### src/rtl/vending_machine.sv
//==============================================================================
// Module   : vending_machine
// Brief    : 20-cent soda dispenser controller; credits N/D/Q pulses and
//            returns excess credit as a count of nickels on each vend.
// Revision : 1.0 - initial release
//==============================================================================
`default_nettype none

module vending_machine (
  input  logic       clk,
  input  logic       rst,
  input  logic       i_nickle,
  input  logic       i_dime,
  input  logic       i_quarter,
  output logic       o_soda,
  output logic [2:0] o_change
);

  // Credit held in units of 5 cents.
  typedef enum logic [1:0] {
    S0  = 2'd0,
    S5  = 2'd1,
    S10 = 2'd2,
    S15 = 2'd3
  } state_t;

  localparam logic [3:0] C_PRICE   = 4'd4;  // 20 cents
  localparam logic [2:0] C_NICKEL  = 3'd1;
  localparam logic [2:0] C_DIME    = 3'd2;
  localparam logic [2:0] C_QUARTER = 3'd5;

  state_t     state;
  state_t     w_state_nxt;
  logic       r_soda;
  logic [2:0] r_change;
  logic       w_soda_nxt;
  logic [2:0] w_change_nxt;
  logic [2:0] w_coin;
  logic [3:0] w_total;
  logic [3:0] w_excess;

  always_ff @(posedge clk) begin
    if (rst) begin
      state    <= S0;
      r_soda   <= 1'b0;
      r_change <= 3'd0;
    end else begin
      state    <= w_state_nxt;
      r_soda   <= w_soda_nxt;
      r_change <= w_change_nxt;
    end
  end

  always_comb begin
    w_coin       = 3'd0;
    w_total      = 4'd0;
    w_excess     = 4'd0;
    w_state_nxt  = state;
    w_soda_nxt   = 1'b0;
    w_change_nxt = 3'd0;

    // Only the highest-value coin of a simultaneous group is credited.
    if (i_quarter) begin
      w_coin = C_QUARTER;
    end else if (i_dime) begin
      w_coin = C_DIME;
    end else if (i_nickle) begin
      w_coin = C_NICKEL;
    end

    w_total  = {2'b00, state} + {1'b0, w_coin};
    w_excess = w_total - C_PRICE;

    if (w_total >= C_PRICE) begin
      w_state_nxt  = S0;
      w_soda_nxt   = 1'b1;
      w_change_nxt = w_excess[2:0];
    end else begin
      w_state_nxt  = state_t'(w_total[1:0]);
    end
  end

  assign o_soda   = r_soda;
  assign o_change = r_change;

endmodule

`default_nettype wire

### config.mk
export PLATFORM = sky130hd
export DESIGN_NAME = vending_machine
export DESIGN_NICKNAME = d
export VERILOG_FILES = /design/src/rtl/vending_machine.sv
export SDC_FILE = /design/constraint.sdc
export NUM_CORES = 1
export LEC_CHECK = 0
export CAP_MARGIN = 20
export CORE_AREA = 2 2 39 41
export CTS_CLUSTER_SIZE = 25
export DETAILED_ROUTE_END_ITERATION = 12
export DIE_AREA = 0 0 41 43
export GPL_ROUTABILITY_DRIVEN = 0
export GPL_TIMING_DRIVEN = 0
export HOLD_SLACK_MARGIN = 0.1
export PLACE_DENSITY = 0.43
export SYNTH_ARGS = -nofsm -noshare
export SYNTH_HDL_FRONTEND = slang
export SYNTH_SLANG_ARGS = --single-unit
### constraint.sdc
create_clock -name clk -period 4.4 [get_ports clk]
set_input_delay 0.88 -clock clk [delete_from_list [all_inputs] [get_ports clk]]
set_output_delay 0.88 -clock clk [all_outputs]
set_load 0.03 [all_outputs]
==> run_1/wires.png <==
Scale: 8 px per µm. Only two layers are drawn.
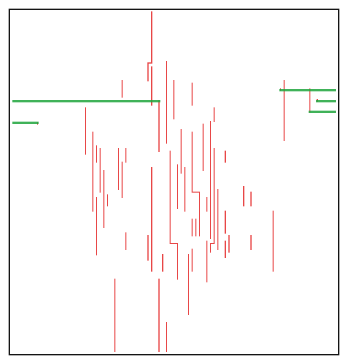
metal 3 -> green  # wire length 33.2 µm
metal 2 -> red  # wire length 275 µm
routed wire length: 545 µm
drt wl/cell: 9.73 µm

==> run_1/layer_met1.png <==
Scale: 8 px per µm. Supply wires on this layer in grey.
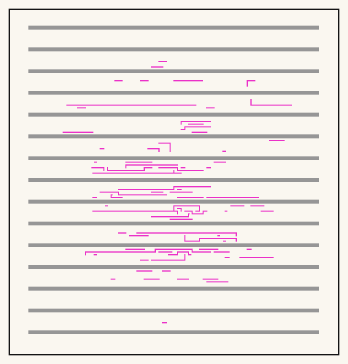
longest straight run = 16.1 µm
wire length on this layer = 237 µm
Vias: 245
M1 GR Usage: 9.32%

==> flow_metrics.env, run 1 <==
# source this file to load flow results
export IMPL_grt_pass1_wl_um=959
export IMPL_syn_cell_area_um2=315
export IMPL_finalSetupTns_ps=0
export IMPL_rows=14
export IMPL_ys_seq_share_pct=38.1
export IMPL_dominant_cells="combinational gates"
export IMPL_ff_latch_area_um2=120
export IMPL_syn_to_final_growth_pct=38.9
export IMPL_flop_count=6
export IMPL_fmaxAchievable_mhz=384
export IMPL_worst_hold_slack_ps=656
export IMPL_m1WireLength_um=237
export IMPL_routed_via_density=4.38
export IMPL_ctsHoldBuffers=0
export IMPL_cts_resized=0
export IMPL_grt_met3_usage_pct=6.28
export IMPL_synthArstFlopShare_pct=0
export IMPL_grt_overflow=0
export IMPL_grt_max_degree=9
export IMPL_numCtsBuffers=3
export IMPL_finClkSkew_ps=6.24
export IMPL_hp_class="flip-flop to flip-flop"
export IMPL_num_multi_input_gates=17
export IMPL_simple_gate_share_pct=17.5
export IMPL_dr_first_iter_drc_count=6
export IMPL_clk_path_buf_depth=2
export IMPL_crit_fanout=6
export IMPL_yosys_area_top_type_share_pct=38.1
export IMPL_lay_top_count="clkdlybuf4s50_1"
export IMPL_syn_nets=37
export IMPL_fp_util_pct=22.8
export IMPL_dieArea_mm2=0.00176
export IMPL_grt_total_usage_pct=9.14
export IMPL_status="completed"
export IMPL_slew_viol_final=0
export IMPL_synth_chip_area_um2=315
export IMPL_portBuffers=8
export IMPL_cts_tree="built"
export IMPL_nWellTaps=16
==> run_1/clk_routes.png <==
Scale: 8 px per µm.
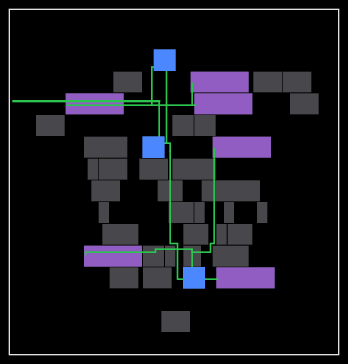
flip-flops -> purple  # count 6
clock drivers -> blue  # count 3
clock wires -> green  # length 118 µm
routed clock nets = 4
clock-net power: 0.0518 mW
Late-Pin Clk Latency: 250 ps

-- run 1: registers in the layout, summed over array words and instances (netlist names) --
name and count:
state 2, o_soda 1, o_change 3
-- run 1: power breakdown --
part           internal, mW  switching [mW]
Combinational        0.0147          0.0157
Clock                0.0309          0.0209
Sequential           0.0579         0.00101
-- run 1: logic make-up after synthesis --
| logic type | count (synthesis) |
|---|---|
| compound gates | 7 |
| simple gates | 7 |
| buf+inv | 6 |
| flops | 6 |
| fa+ha+maj | 3 |
-- run 1: critical path: cells and delay by family --
kind / cells / cell delay, ps
compound gates: 2 / 370
fa+ha+maj: 2 / 660
buf+inv: 2 / 560
simple gates: 1 / 330
==> run_1/logic_types.png <==
Scale: 12 px per µm.
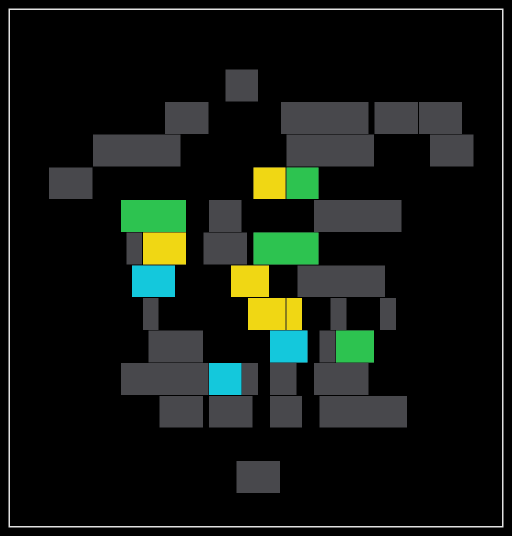

## Run 2: what changed since run 1
Settings changed: PLACE_DENSITY 0.43 to 0.44.
Clock period 4.4 ns to 2.25 ns, I/O delays scaled along.
==> run_2/logic_types.png <==
Scale: 12 px per µm.
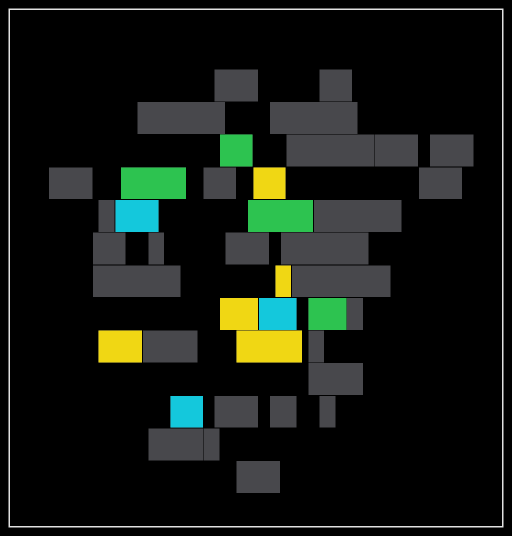
inverting AOI/OAI gates -> green  # cells 4
AND-OR and OR-AND gates -> cyan  # cells 3
NOR gates -> yellow  # cells 5, where centre

==> flow_metrics.env, run 2 <==
# source this file to load flow results
export IMPL_worst_setup_path_start_kind="input port"
export IMPL_worst_path_buf_inv=3
export IMPL_dieArea_mm2=0.00176
export IMPL_hp_class="flip-flop to flip-flop"
export IMPL_routed_via_density=4.54
export IMPL_post_drt_wl_per_cell_um=10.1
export IMPL_fp_util_pct=22.8
export IMPL_fmaxAchievable_mhz=474
export IMPL_grt_met3_usage_pct=6.28
export IMPL_crit_fanout=3
export IMPL_rr_worst_depth=5
export IMPL_ff_latch_area_um2=120
export IMPL_synthArstFlopShare_pct=0
export IMPL_ys_seq_share_pct=38.1
export IMPL_syn_cell_area_um2=315
export IMPL_syn_to_final_growth_pct=42.5
export IMPL_crit_cells=8
export IMPL_grt_overflow=0
export IMPL_critPathTopFamily="adder cells"
export IMPL_cts_resized=0
export IMPL_cts_tree="built"
export IMPL_clock_latency_late_pin_ps=240
export IMPL_place_ws_ps=-201
export IMPL_portBuffers=8
export IMPL_grt_pass1_vias=256
export IMPL_final_area_um2=449
export IMPL_lay_top_count="clkdlybuf4s50_1"
export IMPL_syn_nets=37
export IMPL_worst_hold_slack_ps=659
export IMPL_avgSynthCellArea_um2=10.9
export IMPL_dr_first_iter_drc_count=1
export IMPL_grt_pass1_wl_um=959
export IMPL_rows=14
export IMPL_finClkSkew_ps=2.95
export IMPL_ctsHoldBuffers=0
export IMPL_synth_chip_area_um2=315
export IMPL_numCtsBuffers=3
export IMPL_die_y_um=43
export IMPL_grt_max_degree=9
export IMPL_yosys_area_top_type_share_pct=38.1
export IMPL_slew_viol_final=0
export IMPL_finalCriticalPeriod_ps=2110
export IMPL_grt_total_usage_pct=8.36
export IMPL_dpl_hpwl_um=436
export IMPL_antenna_found_initial=0
export IMPL_largest_reg_flops=3
export IMPL_crit_path_end="state[1]"
export IMPL_status="completed"
export IMPL_clk_path_buf_depth=2
export IMPL_simple_gate_share_pct=17.5
==> run_2/layer_met1.png <==
Scale: 8 px per µm. Supply wires on this layer in grey.
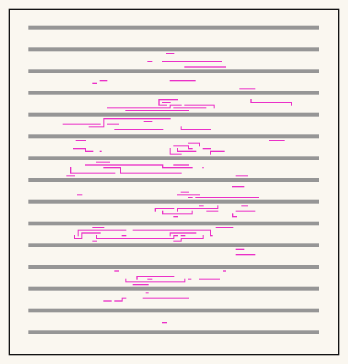
routed wire length: 566 µm
M1 GR Usage: 8.77%
Vias: 254

## run 2: area by class of cell
type	instances	area share, %
Clock buffer	3	5.01
Inverter	6	5.01
Sequential cell	6	26.7
Timing Repair Buffer	8	18.4
Tap cell	16	4.46
Multi-Input combinational cell	17	40.4
## run 2: stage by stage
stage                     power (mW)  instances  setup TNS [ps]
after floorplan                0.155         29               0
after global placement         0.177         53            -795
after detailed placement       0.178         53            -909
after CTS                      0.281         56               0
after global routing           0.294         56               0
final                          0.276         56               0
## run 2: power breakdown
group	switching [mW]	total [mW]	internal, mW
clock	0.0380	0.0983	0.0603
sequential	0.00193	0.115	0.113
combinational	0.0326	0.0625	0.0299
total	0.0725	0.276	0.203
## run 2: metal layers
metal	vias to the layer above	share of wire (%)
li1	126	-
met1	123	43
met2	5	51
met3	0	5.7
met4	0	0
met5	-	0
Power is estimated from default activity; no workload was simulated.
